`config.mk`:
```
export PLATFORM = sky130hd
export DESIGN_NAME = usart_rx_fifo
export DESIGN_NICKNAME = d
export VERILOG_FILES = /design/src/rtl/usart_rx_fifo.sv
export SDC_FILE = /design/constraint.sdc
export NUM_CORES = 1
export LEC_CHECK = 0
export CAP_MARGIN = 20
export CORE_AREA = 4 4 156 188
export DETAILED_ROUTE_END_ITERATION = 7
export DIE_AREA = 0 0 160 192
export PLACE_DENSITY = 0.42
export SYNTH_ARGS = -nofsm -noshare
export SYNTH_HDL_FRONTEND = slang
export SYNTH_SLANG_ARGS = --single-unit
```
`constraint.sdc`:
```
create_clock -name comm_clock -period 3.95 [get_ports comm_clock]
set_input_delay 0.5925 -clock comm_clock [delete_from_list [all_inputs] [get_ports comm_clock]]
set_output_delay 0.5925 -clock comm_clock [all_outputs]
set_load 0.01 [all_outputs]
```
`src/rtl/usart_rx_fifo.sv`:
```
// usart_rx_fifo: receive FIFO behind usart_rx with a one-cycle acknowledge and a first-word-fall-through read side.
// Ports:
//   comm_clock, reset          clock; asynchronous active-high reset
//   in_data/in_valid/in_error  byte, valid and frame-error flag from usart_rx
//   in_ready                   one-cycle acknowledge pulse for each accepted byte
//   out_data/out_error         head entry; zero while the FIFO is empty
//   out_valid/out_ready        FIFO non-empty / consumer pop request
//   flush                      synchronous discard of all entries
//   count, almost_full         registered occupancy and high-water flag
//   err_count                  saturating count of error entries written
module usart_rx_fifo #(
    parameter int DEPTH     = 16,
    parameter int ADDR_BITS = 4,
    parameter int AF_MARGIN = 4
) (
    input  logic                 comm_clock,
    input  logic                 reset,
    input  logic [7:0]           in_data,
    input  logic                 in_valid,
    input  logic                 in_error,
    output logic                 in_ready,
    output logic [7:0]           out_data,
    output logic                 out_error,
    output logic                 out_valid,
    input  logic                 out_ready,
    input  logic                 flush,
    output logic [ADDR_BITS:0]   count,
    output logic                 almost_full,
    output logic [7:0]           err_count
);
    typedef enum logic [1:0] {IDLE, ACK, WAIT_LOW} state_t;

    state_t                 state_q, state_d;
    logic [ADDR_BITS-1:0]   wr_ptr_q, wr_ptr_d, rd_ptr_q, rd_ptr_d;
    logic [ADDR_BITS:0]     count_q, count_d;
    logic                   in_ready_q, in_ready_d;
    logic                   af_q, af_d;
    logic [7:0]             err_q, err_d;
    logic [8:0]             mem_q [DEPTH];
    logic [8:0]             head;
    logic                   full, push, pop;

    assign out_valid   = count_q != '0;
    assign head        = mem_q[rd_ptr_q];
    assign out_data    = out_valid ? head[7:0] : 8'h00;
    assign out_error   = out_valid & head[8];
    assign in_ready    = in_ready_q;
    assign count       = count_q;
    assign almost_full = af_q;
    assign err_count   = err_q;

    always_comb begin
        // Full uses the pre-edge count, so a same-cycle pop never frees room for a push.
        full       = count_q == (ADDR_BITS+1)'(DEPTH);
        push       = (state_q == IDLE) && in_valid && !full && !flush;
        pop        = out_valid && out_ready && !flush;
        state_d    = state_q;
        in_ready_d = 1'b0;
        case (state_q)
            IDLE: begin
                state_d    = push ? ACK : IDLE;
                in_ready_d = push;
            end
            ACK:      state_d = WAIT_LOW;
            // Waiting for valid to drop keeps a held byte from being written twice.
            WAIT_LOW: state_d = in_valid ? WAIT_LOW : IDLE;
            default:  state_d = IDLE;
        endcase
        wr_ptr_d = flush ? '0 : wr_ptr_q + ADDR_BITS'(push);
        rd_ptr_d = flush ? '0 : rd_ptr_q + ADDR_BITS'(pop);
        count_d  = flush ? '0 : count_q + (ADDR_BITS+1)'(push) - (ADDR_BITS+1)'(pop);
        af_d     = count_d >= (ADDR_BITS+1)'(DEPTH - AF_MARGIN);
        err_d    = err_q + 8'(push && in_error && (err_q != 8'hff));
    end

    always_ff @(posedge comm_clock or posedge reset) begin
        if (reset) begin
            state_q    <= IDLE;
            wr_ptr_q   <= '0;
            rd_ptr_q   <= '0;
            count_q    <= '0;
            in_ready_q <= 1'b0;
            af_q       <= 1'b0;
            err_q      <= 8'h00;
        end else begin
            state_q    <= state_d;
            wr_ptr_q   <= wr_ptr_d;
            rd_ptr_q   <= rd_ptr_d;
            count_q    <= count_d;
            in_ready_q <= in_ready_d;
            af_q       <= af_d;
            err_q      <= err_d;
        end
    end

    always_ff @(posedge comm_clock) begin
        if (push)
            mem_q[wr_ptr_q] <= {in_error, in_data};
    end
endmodule

```
### Cell sizes after repair

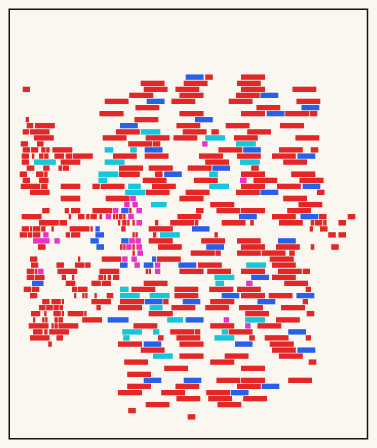
x6 and larger -> cyan  # cells 31, share 7.2%
x1 and smaller -> red  # cells 329, share 76%
x3 and x4 -> magenta  # cells 27, share 6.2%
x2 -> blue  # cells 46, share 11%
layout buffer count excluding clock buffers: 63
Synth-to-Final Area Change: 22.43%
Design Area, Final: 8332 sq um
fin worst setup slack: 562.0 ps

### Cells colored by class

Bar = 50 um.
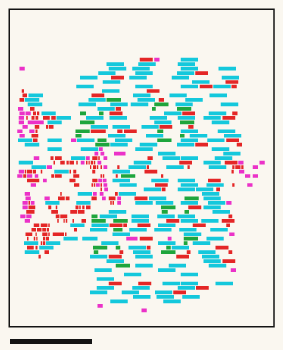
clock drivers and dummy loads -> green  # cells 32
remaining logic cells -> red  # cells 170
registers -> cyan  # cells 168
remaining buffers and delay cells -> magenta  # cells 63
std cell rows: 67
Std-Cell Core Area: 27660 sq um

==> summary.txt <==
Implementation results. Antenna diode count landed at 0. Relative contribution of the clock network to total power landed at 34.5%. Arrival time of the worst setup path landed at 2800 ps.

Once detail routing completed, the nets flagged for antenna violations numbered 0. Per the detail_route log, the uppermost layer with routed signals is met4. Per the synth stats, the proportion of register bits with asynchronous set or reset is 14.29%.

Number of detailed-route iterations in the first pass landed at 4. Number of warning messages in the logs landed at 27. Count of nets after finishing landed at 447. Combinational logic is responsible for 20.6% of the overall power.

In the layout the commonest cells are edfxtp_1, clkdlybuf4s50_1, mux4_2. OpenSTA lists the critical path endpoint as out_data[1]. Once the clock tree was built, the setup fixing pass inserted 0 buffers. The number of maximum-capacitance violations recorded for the run is 0. Initial core utilization landed at 24.60%. Vertical die size landed at 192 um. The capture point of the worst register-to-register path is recorded as almost_full$_DFF_PP0_. Summed over all combinational cells, the power is 0.958 mW. The analysis reports a worst IR drop on VDD of 0.0003187 V.

TritonCTS built the clock tree. The multi-input combinational cells in the finished layout cover a total of 1738 sq um. The launch point of the worst register-to-register path is recorded as count[2]$_DFF_PP0_.

Count of instantiated cells in the yosys netlist landed at 352. Biggest fanout along the worst timing path landed at 9. The worst setup path is captured at an output pin. The data required time reported for the critical path is 3360 ps. The biggest slice of the total power is consumed by sequential cells. The flow ran to the end, and the final reports show no timing, DRC or antenna violations. By instance count after routing, the leading logic cell type is edfxtp_1. Setup repair after global routing left no endpoint under its margin. Final count of pins violating max slew landed at 0. For this run the aggregate overflow at the end of global routing stands at 0.

The power report lists cell-internal power as 3.348 mW. Multiplexer share of the synthesized area landed at 13.59%. For reference, compound AND-OR and OR-AND cells occupy 2.114% of the area reported after synthesis. On the final layout, the worst clock skew is 9.401 ps.

The synthesis report names the predominant flop master as edfxtp_1. The synthesis run identifies the leading combinational cell family as multiplexers. The fraction of cell area in sequential cells is reported as 59.12%. According to the cell report, flip-flops and latches in the layout number 168.

H-tree depth landed at 4. Reported leakage power landed at 2.754 nW. Maximum achievable frequency landed at 295.2 MHz. The number of antenna violations at the first check in global routing is 0. The post-route netlist has 24.02% of its cells at a drive strength greater than 1. Detailed-route wire length on metal 1 landed at 6658 um. Post-cts sizing count landed at 0.

For reference, the most critical setup path is categorized as register to output pin. Of the total power, registers draw 44.8%. Share of total power consumed by net switching landed at 27.97%. Count of final setup violators landed at 0. Cell count after synthesis landed at 352.

Final hold violation count landed at 0. Area fraction in full adders, half adders and majority gates landed at 2.500%. Cell count after placement landed at 745. Chip footprint landed at 30720 sq um. Global-route wire length before repair landed at 23030 um. Number of nets at floorplan landed at 379.

In the layout the tool counted multi-input logic cells amounting to 159. In the routed design, unresolved DRC markers number 0. Summed over all nets, the half-perimeter wirelength after detailed placement is 9540 um.

The filler cells instantiated in the layout total 2708. The cell sitting at the root of the clock tree is a clkbuf_16. Xor and xnor fraction of the mapped netlist area landed at 1.673%. The sequential power reported by the tool is 2.08 mW. The detailed router reports a met2 wire length of 7494 um. The mapped netlist covers 6805 sq um. Across all register-to-register paths, the minimum setup slack is 940 ps. A synthesized cell averages 19.33 sq um. Post-route minimum period landed at 3388 ps. The min-delay analysis places its worst path in the category primary input to asynchronous set/reset pin. The synthesized netlist contains 40 unique library cells. In this run the horizontal extent of the chip is 160 um.

Among all cell classes, the greatest summed area belongs to registers. The worst setup path is launched from a register. The tree built by TritonCTS fans out to 168 sinks.

Non-filler instance count after layout landed at 778. Total power divided by cell area landed at 558.0 nW/um^2. Violation tally from detailed-route iteration zero landed at 200. In this run the worst setup path begins at rd_ptr_q[0]$_DFF_PP0_. Number of well taps landed at 345.
### Track usage over the die

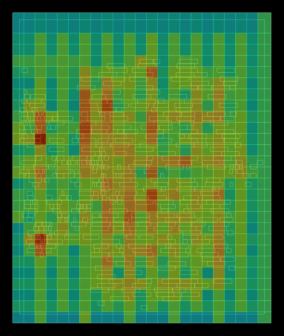
GR met1 Demand/Resource: 12.75%
end-of-flow core utilization: 30.12%
global-route track usage on met2: 17.26%
met3 global-route usage: 2.554%
most utilized layer in the global route result: met2

### Routed metal per tile

Bar = 50 um. 32 x 38 tiles, from dark purple (low) to yellow (high), scaled to the fullest tile. Values are wire area over tile area, all layers added.
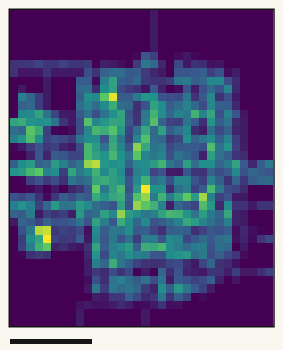
tiles over half the peak = 11%
densest ninth of the die = center
fullest tile = 0.37
nearly empty tiles = 37%
mean over tiles = 0.074
via total after detailed routing: 3389
overall global routing resource usage: 10.15%
average wire per cell in the routed design: 19.08 um

[cells in the mapped netlist (2+ instances only)]
cell / count / area, sq um
and3_1: 3 / 18.77
xor2_1: 5 / 43.79
nand3b_2: 2 / 22.52
nor2b_1: 5 / 31.28
nor2_1: 22 / 82.58
nor3_2: 3 / 30.03
nor3b_1: 2 / 15.01
buf_2: 5 / 25.02
inv_1: 11 / 41.29
clkbuf_1: 4 / 15.01
nand2b_1: 4 / 25.02
nand3_1: 7 / 35.03
dfrtp_1: 24 / 600.6
ha_1: 12 / 150.1
o21ai_1: 9 / 45.04
xnor2_1: 8 / 70.07
nor3_1: 2 / 10.01
a22oi_1: 9 / 67.56
nand2_1: 4 / 15.01
a21oi_1: 2 / 10.01
mux4_2: 35 / 788.3
mux2i_1: 11 / 110.1
edfxtp_1: 144 / 4324
buf_6: 3 / 33.78
[critical path, stage by stage (launching register included)]
cell	delay [ps]
dfrtp_2	530
buf_4	290
mux4_2	520
a22oi_1	290
o21ai_1	210
clkdlybuf4s50_1	530
[per-stage QoR]
stage	setup WS [ps]	util, %	instance area [sq um]	hold slack [ps]	total power [mW]
after floorplan	1083	-	6805	513.4	2.679
after global placement	744.6	27.92	7722	491.7	3.086
after detailed placement	638.8	27.92	7722	499.8	3.100
after CTS	477.6	30.02	8304	516.8	4.724
after global routing	380.5	30.12	8332	374.7	4.896
final	562.0	30.12	8332	383.5	4.649
[registers in the layout, summed over array words and instances, names as in the netlist]
| register | flops |
|---|---|
| rd_ptr_q | 4 |
| state_q | 2 |
| almost_full | 1 |
| mem_q | 144 |
| count | 5 |
| err_count | 8 |
| wr_ptr_q | 4 |
Power and IR drop assume default switching activity.
